===== src/rtl/ps2_kbd_pkg.sv =====
// ps2_kbd_pkg: shared constants, FSM encoding and key-event type for the
// PS/2 keyboard scan-code sequencer.
package ps2_kbd_pkg;

  // Decode FSM states
  localparam logic [2:0] ST_IDLE   = 3'd0;
  localparam logic [2:0] ST_EXT    = 3'd1;
  localparam logic [2:0] ST_BRK    = 3'd2;
  localparam logic [2:0] ST_EXTBRK = 3'd3;
  localparam logic [2:0] ST_PAUSE  = 3'd4;

  // Prefix bytes
  localparam logic [7:0] PFX_E0 = 8'hE0;
  localparam logic [7:0] PFX_F0 = 8'hF0;
  localparam logic [7:0] PFX_E1 = 8'hE1;

  // Bytes following E1 that belong to the Pause sequence
  localparam logic [2:0] PAUSE_SKIP = 3'd7;

  // Bytes the keyboard sends to report an internal error / buffer overrun
  localparam logic [7:0] ERR_B00 = 8'h00;
  localparam logic [7:0] ERR_BFF = 8'hFF;

  localparam int KEY_EVT_W = 10;

  typedef struct packed {
    logic       brk;
    logic       ext;
    logic [7:0] code;
  } key_evt_t;

  function automatic logic is_err_byte(input logic [7:0] b);
    return (b == ERR_B00) || (b == ERR_BFF);
  endfunction

endpackage


===== src/rtl/ps2_kbd_ctrl_fifo.sv =====
// ps2_kbd_fifo: generic synchronous show-ahead FIFO. The head entry is
// visible on dout whenever empty is low; pop only advances the read pointer.
// Pointers carry one extra wrap bit so full and empty are distinguishable.
//
// Handshake: push is accepted when not full, or when full together with an
// accepted pop (pop is accepted only when not empty). A push that is not
// accepted raises ovf for that cycle.
module ps2_kbd_fifo #(
  parameter int W  = 10,
  parameter int AW = 3
) (
  input  logic         clk,
  input  logic         res,
  input  logic         push,
  input  logic         pop,
  input  logic [W-1:0] din,
  output logic [W-1:0] dout,
  output logic         empty,
  output logic         full,
  output logic         ovf
);

  localparam int DEPTH = 1 << AW;

  logic [AW:0]  wr_q, wr_d;
  logic [AW:0]  rd_q, rd_d;
  logic [W-1:0] mem_q [DEPTH];
  logic [W-1:0] mem_d [DEPTH];
  logic         do_push;
  logic         do_pop;

  assign empty = (wr_q == rd_q);
  assign full  = (wr_q[AW] != rd_q[AW]) && (wr_q[AW-1:0] == rd_q[AW-1:0]);
  assign dout  = mem_q[rd_q[AW-1:0]];

  // Accept/reject push and pop, next pointers and storage contents
  always_comb begin
    do_pop  = pop && !empty;
    do_push = push && (!full || do_pop);
    ovf     = push && !do_push;
    wr_d    = wr_q;
    rd_d    = rd_q;
    mem_d   = mem_q;
    if (do_push) begin
      mem_d[wr_q[AW-1:0]] = din;
      wr_d                = wr_q + 1'b1;
    end
    if (do_pop) begin
      rd_d = rd_q + 1'b1;
    end
  end

  // Pointer registers
  always_ff @(posedge clk) begin
    if (res) begin
      wr_q <= '0;
      rd_q <= '0;
    end else begin
      wr_q <= wr_d;
      rd_q <= rd_d;
    end
  end

  // Storage; contents need no reset because empty masks them
  always_ff @(posedge clk) begin
    mem_q <= mem_d;
  end

endmodule


===== src/rtl/ps2_kbd_ctrl.sv =====
// ps2_kbd_ctrl: folds PS/2 set-2 prefix sequences (E0/F0/E1) into single key
// events {brk, ext, code} and queues them for the CPU.
// Optional feature macro: PS2_KBD_REPEAT_FILTER_EN (drops typematic repeats).
module ps2_kbd_ctrl
  import ps2_kbd_pkg::*;
#(
  parameter int FIFO_AW = 3,
  parameter int PFX_TMO = 255
) (
  input  logic       clk,
  input  logic       res,
  input  logic       ps2_done,
  input  logic [7:0] ps2_out,
  input  logic       tim_clk,
  input  logic       key_pop,
  input  logic       err_clr,
  output logic       key_valid,
  output logic [7:0] key_code,
  output logic       key_ext,
  output logic       key_brk,
  output logic       key_ovf,
  output logic       kbd_err
);

  localparam int TW = $clog2(PFX_TMO + 1);

  logic [2:0]    state_q, state_d;
  logic [2:0]    skip_q, skip_d;
  logic [TW-1:0] tmo_q, tmo_d;
  logic          kbd_err_q, kbd_err_d;
  logic          key_ovf_q, key_ovf_d;

  logic          dec_push;
  key_evt_t      dec_evt;
  logic          err_set;
  logic          fifo_push;
  logic          fifo_empty;
  logic          fifo_full_unused;
  logic          fifo_ovf;
  key_evt_t      fifo_head;

  // Prefix decode FSM and inter-byte timeout
  always_comb begin
    state_d  = state_q;
    skip_d   = skip_q;
    tmo_d    = tmo_q;
    dec_push = 1'b0;
    dec_evt  = '0;
    err_set  = 1'b0;
    if ((state_q != ST_IDLE) && (tmo_q == TW'(PFX_TMO))) begin
      // Sequence stalled: abandon it and flag the error
      state_d = ST_IDLE;
      tmo_d   = '0;
      err_set = 1'b1;
    end else begin
      if (ps2_done) begin
        tmo_d = '0;
      end else if (tim_clk && (state_q != ST_IDLE)) begin
        tmo_d = tmo_q + TW'(1);
      end
      if (ps2_done) begin
        case (state_q)
          ST_IDLE: begin
            if (ps2_out == PFX_E0) begin
              state_d = ST_EXT;
            end else if (ps2_out == PFX_F0) begin
              state_d = ST_BRK;
            end else if (ps2_out == PFX_E1) begin
              state_d = ST_PAUSE;
              skip_d  = PAUSE_SKIP;
            end else if (is_err_byte(ps2_out)) begin
              err_set = 1'b1;
            end else begin
              dec_push = 1'b1;
              dec_evt  = '{brk: 1'b0, ext: 1'b0, code: ps2_out};
            end
          end
          ST_EXT: begin
            if (ps2_out == PFX_E0) begin
              state_d = ST_EXT;
            end else if (ps2_out == PFX_F0) begin
              state_d = ST_EXTBRK;
            end else if (is_err_byte(ps2_out)) begin
              err_set = 1'b1;
              state_d = ST_IDLE;
            end else begin
              dec_push = 1'b1;
              dec_evt  = '{brk: 1'b0, ext: 1'b1, code: ps2_out};
              state_d  = ST_IDLE;
            end
          end
          ST_BRK: begin
            if (is_err_byte(ps2_out)) begin
              err_set = 1'b1;
            end else begin
              dec_push = 1'b1;
              dec_evt  = '{brk: 1'b1, ext: 1'b0, code: ps2_out};
            end
            state_d = ST_IDLE;
          end
          ST_EXTBRK: begin
            if (ps2_out == PFX_E0) begin
              state_d = ST_EXTBRK;
            end else if (is_err_byte(ps2_out)) begin
              err_set = 1'b1;
              state_d = ST_IDLE;
            end else begin
              dec_push = 1'b1;
              dec_evt  = '{brk: 1'b1, ext: 1'b1, code: ps2_out};
              state_d  = ST_IDLE;
            end
          end
          ST_PAUSE: begin
            // Pause has no break code; report it once as a make of E1
            if (skip_q == 3'd1) begin
              skip_d   = 3'd0;
              dec_push = 1'b1;
              dec_evt  = '{brk: 1'b0, ext: 1'b0, code: PFX_E1};
              state_d  = ST_IDLE;
            end else begin
              skip_d = skip_q - 3'd1;
            end
          end
          default: begin
            state_d = ST_IDLE;
          end
        endcase
      end
    end
  end

`ifdef PS2_KBD_REPEAT_FILTER_EN
  logic       rpt_vld_q, rpt_vld_d;
  logic [8:0] rpt_key_q, rpt_key_d;
  logic       rpt_hit;

  // Autorepeat filter: remember the last make, forget it on its break
  always_comb begin
    rpt_vld_d = rpt_vld_q;
    rpt_key_d = rpt_key_q;
    rpt_hit   = rpt_vld_q && (rpt_key_q == {dec_evt.ext, dec_evt.code});
    fifo_push = dec_push && !(!dec_evt.brk && rpt_hit);
    if (dec_push) begin
      if (!dec_evt.brk) begin
        rpt_vld_d = 1'b1;
        rpt_key_d = {dec_evt.ext, dec_evt.code};
      end else if (rpt_hit) begin
        rpt_vld_d = 1'b0;
      end
    end
  end

  // Filter match record
  always_ff @(posedge clk) begin
    if (res) begin
      rpt_vld_q <= 1'b0;
      rpt_key_q <= '0;
    end else begin
      rpt_vld_q <= rpt_vld_d;
      rpt_key_q <= rpt_key_d;
    end
  end
`else
  assign fifo_push = dec_push;
`endif

  // Sticky error flags; a new error outranks a clear in the same cycle
  always_comb begin
    kbd_err_d = kbd_err_q;
    key_ovf_d = key_ovf_q;
    if (err_clr) begin
      kbd_err_d = 1'b0;
      key_ovf_d = 1'b0;
    end
    if (err_set) begin
      kbd_err_d = 1'b1;
    end
    if (fifo_ovf) begin
      key_ovf_d = 1'b1;
    end
  end

  // State, counters and flags
  always_ff @(posedge clk) begin
    if (res) begin
      state_q   <= ST_IDLE;
      skip_q    <= '0;
      tmo_q     <= '0;
      kbd_err_q <= 1'b0;
      key_ovf_q <= 1'b0;
    end else begin
      state_q   <= state_d;
      skip_q    <= skip_d;
      tmo_q     <= tmo_d;
      kbd_err_q <= kbd_err_d;
      key_ovf_q <= key_ovf_d;
    end
  end

  // Overflow is taken from the ovf pulse, so full is not needed here
  ps2_kbd_fifo #(
    .W  (KEY_EVT_W),
    .AW (FIFO_AW)
  ) u_fifo (
    .clk   (clk),
    .res   (res),
    .push  (fifo_push),
    .pop   (key_pop),
    .din   (dec_evt),
    .dout  (fifo_head),
    .empty (fifo_empty),
    .full  (fifo_full_unused),
    .ovf   (fifo_ovf)
  );

  assign key_valid = !fifo_empty;
  assign key_code  = fifo_empty ? 8'h00 : fifo_head.code;
  assign key_ext   = fifo_empty ? 1'b0  : fifo_head.ext;
  assign key_brk   = fifo_empty ? 1'b0  : fifo_head.brk;
  assign key_ovf   = key_ovf_q;
  assign kbd_err   = kbd_err_q;

endmodule


===== config.mk =====
export PLATFORM = sky130hd
export DESIGN_NAME = ps2_kbd_ctrl
export DESIGN_NICKNAME = d
export VERILOG_FILES = /design/src/rtl/ps2_kbd_pkg.sv /design/src/rtl/ps2_kbd_ctrl_fifo.sv /design/src/rtl/ps2_kbd_ctrl.sv
export SDC_FILE = /design/constraint.sdc
export NUM_CORES = 1
export LEC_CHECK = 0
export CORE_AREA = 2 2 118 120
export DETAILED_ROUTE_END_ITERATION = 16
export DIE_AREA = 0 0 120 122
export SLEW_MARGIN = 20
export SYNTH_ARGS = -nofsm -noshare
export SYNTH_HDL_FRONTEND = slang
export SYNTH_HIERARCHICAL = 1
export SYNTH_SLANG_ARGS = --single-unit

===== constraint.sdc =====
create_clock -name clk -period 8.8 [get_ports clk]
set_input_delay 0.88 -clock clk [delete_from_list [all_inputs] [get_ports clk]]
set_output_delay 0.88 -clock clk [all_outputs]
set_load 0.01 [all_outputs]

Figure 1. M2 wires.
Bar = 20 um.
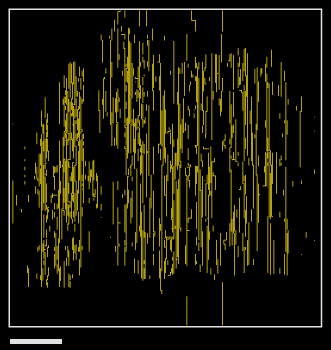
longest straight run: 62.6 um
main direction: vertical
share of all routed wire: 51%
wire length on this layer: 5,050 um

Figure 2. Routing congestion.
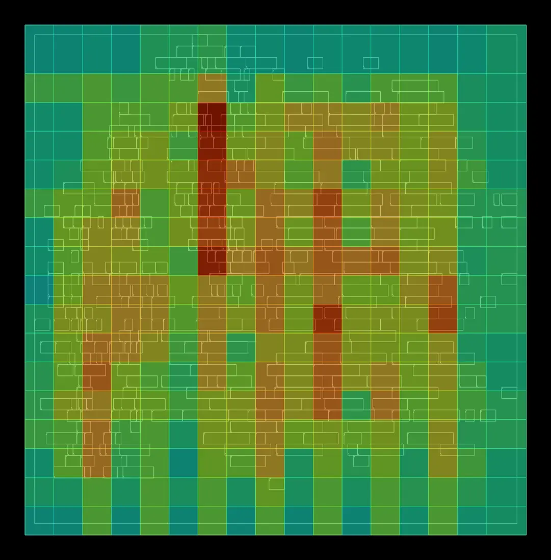
routed wire length per instance: 17.9 um
M1 GR Usage: 18.4%
layer with the highest usage: met2
GRT Overall Usage: 14.4%
grt met3 use: 1.87%

Figure 3. Metal 3.
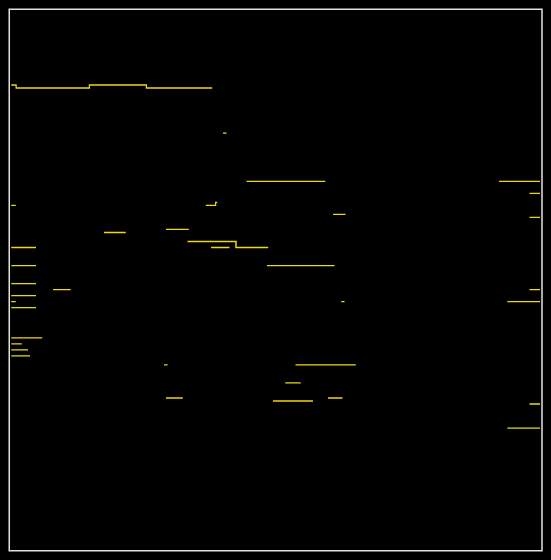
longest straight run: 17.5 um
wire length on this layer: 229 um

Figure 4. Where the registers sit.
Bar = 20 um. Other sequential cells in the stronger gray, the rest of the logic in the fainter gray.
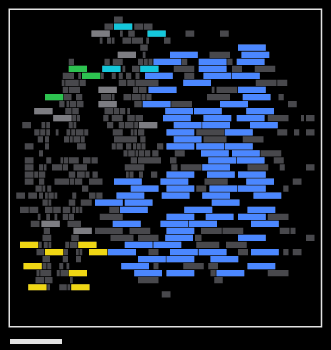
| color | name in the netlist | placed flops |
|---|---|---|
| blue | u_fifo/mem_q | 80 |
| green | skip_q | 3 |
| cyan | u_fifo/rd_q | 4 |
| yellow | tmo_q | 8 |
Seq group: 546 uW
utilization after layout: 41.4%
Seq/total area: 51.6%
register area: 2880 um2

==> results.yml <==
# flow metrics
clock_tree:
  cts_buffers: 9
  cts_setup_buffers: 0
  ctsHoldBuffers: 0
  clkLatencyLatePin_ns: 0.34
  cts_resized: 0
  clock-root-buffer: "clkbuf_16"
  h-tree-depth: 3
  clk_path_buf_depth: 2
  cts_tree: "yes"
  cts.sinks: 104
  path_clk_slew_ns: 0.07
critical_path:
  setup.worst_path.end: "u_fifo/mem_q[12]"
  r2r_start: "state_q[1]"
  arrival_ns: 4.30
  startpoint: "ps2_out[4]"
  reg2reg_depth: 7
  start_kind: "input pin"
  cp_top_family: "AND-OR/OR-AND gates"
  reg2reg_slack_ns: 5.06
  path_max_fanout: 10
  crit_path_cell_trace: "clkdlybuf4s50_1, nand2_1, or3_1, o21ai_1, o31ai_1, o21ai_0, nor3_1, buf_4"
  crit_cells: 8
  path_class: "in2reg"
  slowest_delay_ns: 0.81
  crit_required_ns: 8.86
  cpMaxStageDelayCell: "nor3_1"
  worstReg2RegEnd: "u_fifo/mem_q[12]"
  crit_path_end_kind: "register"
  crit_buf_inv: 2
drt:
  avgViaCountPerCell: 5.18
  vias: 2873
  drc_errors: 0
  dr_wl_met2_mm: 5.05
  drt.antenna.violating_nets: 0
  m1WireLength_mm: 4.54
  highest_layer: "met4"
  dr.pass1.iters: 4
  drtIter0Drc: 185
  wl_met3_um: 229
  wl_mm: 9.96
final_timing:
  worstMarginPinSlew_ns: 1.07
  rsz0062_at_grt: "false"
  period_needed_ns: 4.24
  finClkSkew_ns: 0.00854
  drv_slew: 0
  fmax_ghz: 0.236
  worst_slew_margin_rel_pct: 28.3
  fin_crit_sh_pct: 48.2
  setup_tns_ns: 0
  setup_violations: 0
  hold_viol_final: 0
  setup_ws_ns: 4.56
logic_synthesis:
  top_area_share_pct: 50.7
  synthArstFlopShare_pct: 0
  flop_cell: "edfxtp_1"
  ys_warn_count: 6
  ys.flops: 104
  ys_types: 55
  yosys_area_um2: 4740
  postSynthSeqShare_pct: 60.8
  most_common_cell: "edfxtp_1"
  common_cells: "80 x edfxtp_1, 24 x dfxtp_1, 21 x nor2_1"
  top_cells_by_area: "edfxtp_1 51%, dfxtp_1 10%, mux4_2 9.5%, mux2_2 2.9%, nor2b_1 1.8%"
  edf_count: 80
  avgSynthCellArea_um2: 13.8
  yosys.area.top_type: "edfxtp_1"
  ys_cells: 343
  synthCells: 343
  synth_area_um2: 4740
  synth_nets: 362
floorplan:
  fp-utilization_pct: 35.1
  dieHeight_um: 122
  chip_area_um2: 14600
  die_w_um: 120
  ioPinCount: 27
  core_um2: 13500
  placementRows: 43
cells_and_area:
  fin_area_um2: 5590
  mi_logic_area_um2: 1760
  syn2layout_area_growth_pct: 17.9
  diodes: 0
  nets: 389
  fillCellCount: 1228
  drive_gt1_share_pct: 19.7
  final_cells: 555
placed_design:
  place_congestion: 0.867
  dp_cells: 539
  dp_slack_ns: 4.23
  dpl.hpwl_mm: 6.74
  placed_cell_area_um2: 5240
  numPortBuffers: 26
global_route:
  grt_max_degree: 25
  overflow: 0
  grt_util_met2_pct: 25.1
  grt_pass1_vias: 2865
  grt_pass1_wl_mm: 15.8
  grt_antenna_before_repair: 0
worst_hold_path:
  hp-class: "reg2reg"
  hp-start: "key_ovf"
power_and_ir_drop:
  powerDensity_nw_per_um2: 210
  leakage_uw: 0.00181
  ir_drop_v: 0.0000860
run:
  tool_warnings: 27
  drv_cap: 0
run_status:
  outcome: "complete, no violations"
[where the power goes]
group	leakage (uW)	switching, uW	internal (uW)	total (uW)
logic	0.000708	92.2	105	197
registers	0.000940	5.96	540	546
clock network	0.000157	179	253	432
[layout by cell type, fill, tap and decap left out, types with 11 or more instances in the layout]
cell type,synthesis,final
nor3_1,12,12
mux2_2,12,12
edfxtp_1,80,80
mux4_2,20,20
nor2_1,21,18
nor2b_1,14,14
nand2_1,13,13
inv_1,11,11
dfxtp_1,24,24
clkdlybuf4s50_1,0,26
[through the flow]
step / hold WS [ns] / total power, uW / utilization, %
4_1_cts: 0.503 / 1190 / 41.2
3_3_place_gp: 0.476 / 754 / 38.6
6_report: 0.494 / 1170 / 41.4
2_1_floorplan: 0.476 / 683 / -
5_1_grt: 0.554 / 1220 / 41.4
3_5_place_dp: 0.488 / 758 / 38.8
[cells by family (layout without fill, tap and decap cells)]
logic type	after synthesis	in the layout	share of synthesized area [%]
flops	104	104	60.8
simple gates	103	103	12.0
compound gates	49	49	7.34
mux	36	36	13.3
buf+inv	33	65	2.80
xor+xnor	13	13	2.40
fa+ha+maj	5	5	1.32
[registers in the layout, summed over array words and instances (netlist names)]
register      cells
u_fifo/rd_q       4
kbd_err           1
key_ovf           1
u_fifo/wr_q       4
skip_q            3
state_q           3
tmo_q             8
u_fifo/mem_q     80
[area by class of cell]
type	instances	area share, %
clock buffer	9	4.03
timing repair buffer	37	6.20
clock inverter	7	1.84
multi-input combinational	206	31.5
inverter	12	0.806
tap	180	4.03
sequential	104	51.6
[worst min-delay path by stage]
stage	endpoint	slack [ns]	cells after the start
after floorplan	skip_q[2]	0.48	2
after global placement	key_ovf	0.48	2
after detailed placement	key_ovf	0.49	2
after CTS	key_ovf	0.50	2
after global routing	skip_q[2]	0.55	2
final	key_ovf	0.49	2
Power and IR drop assume default switching activity.
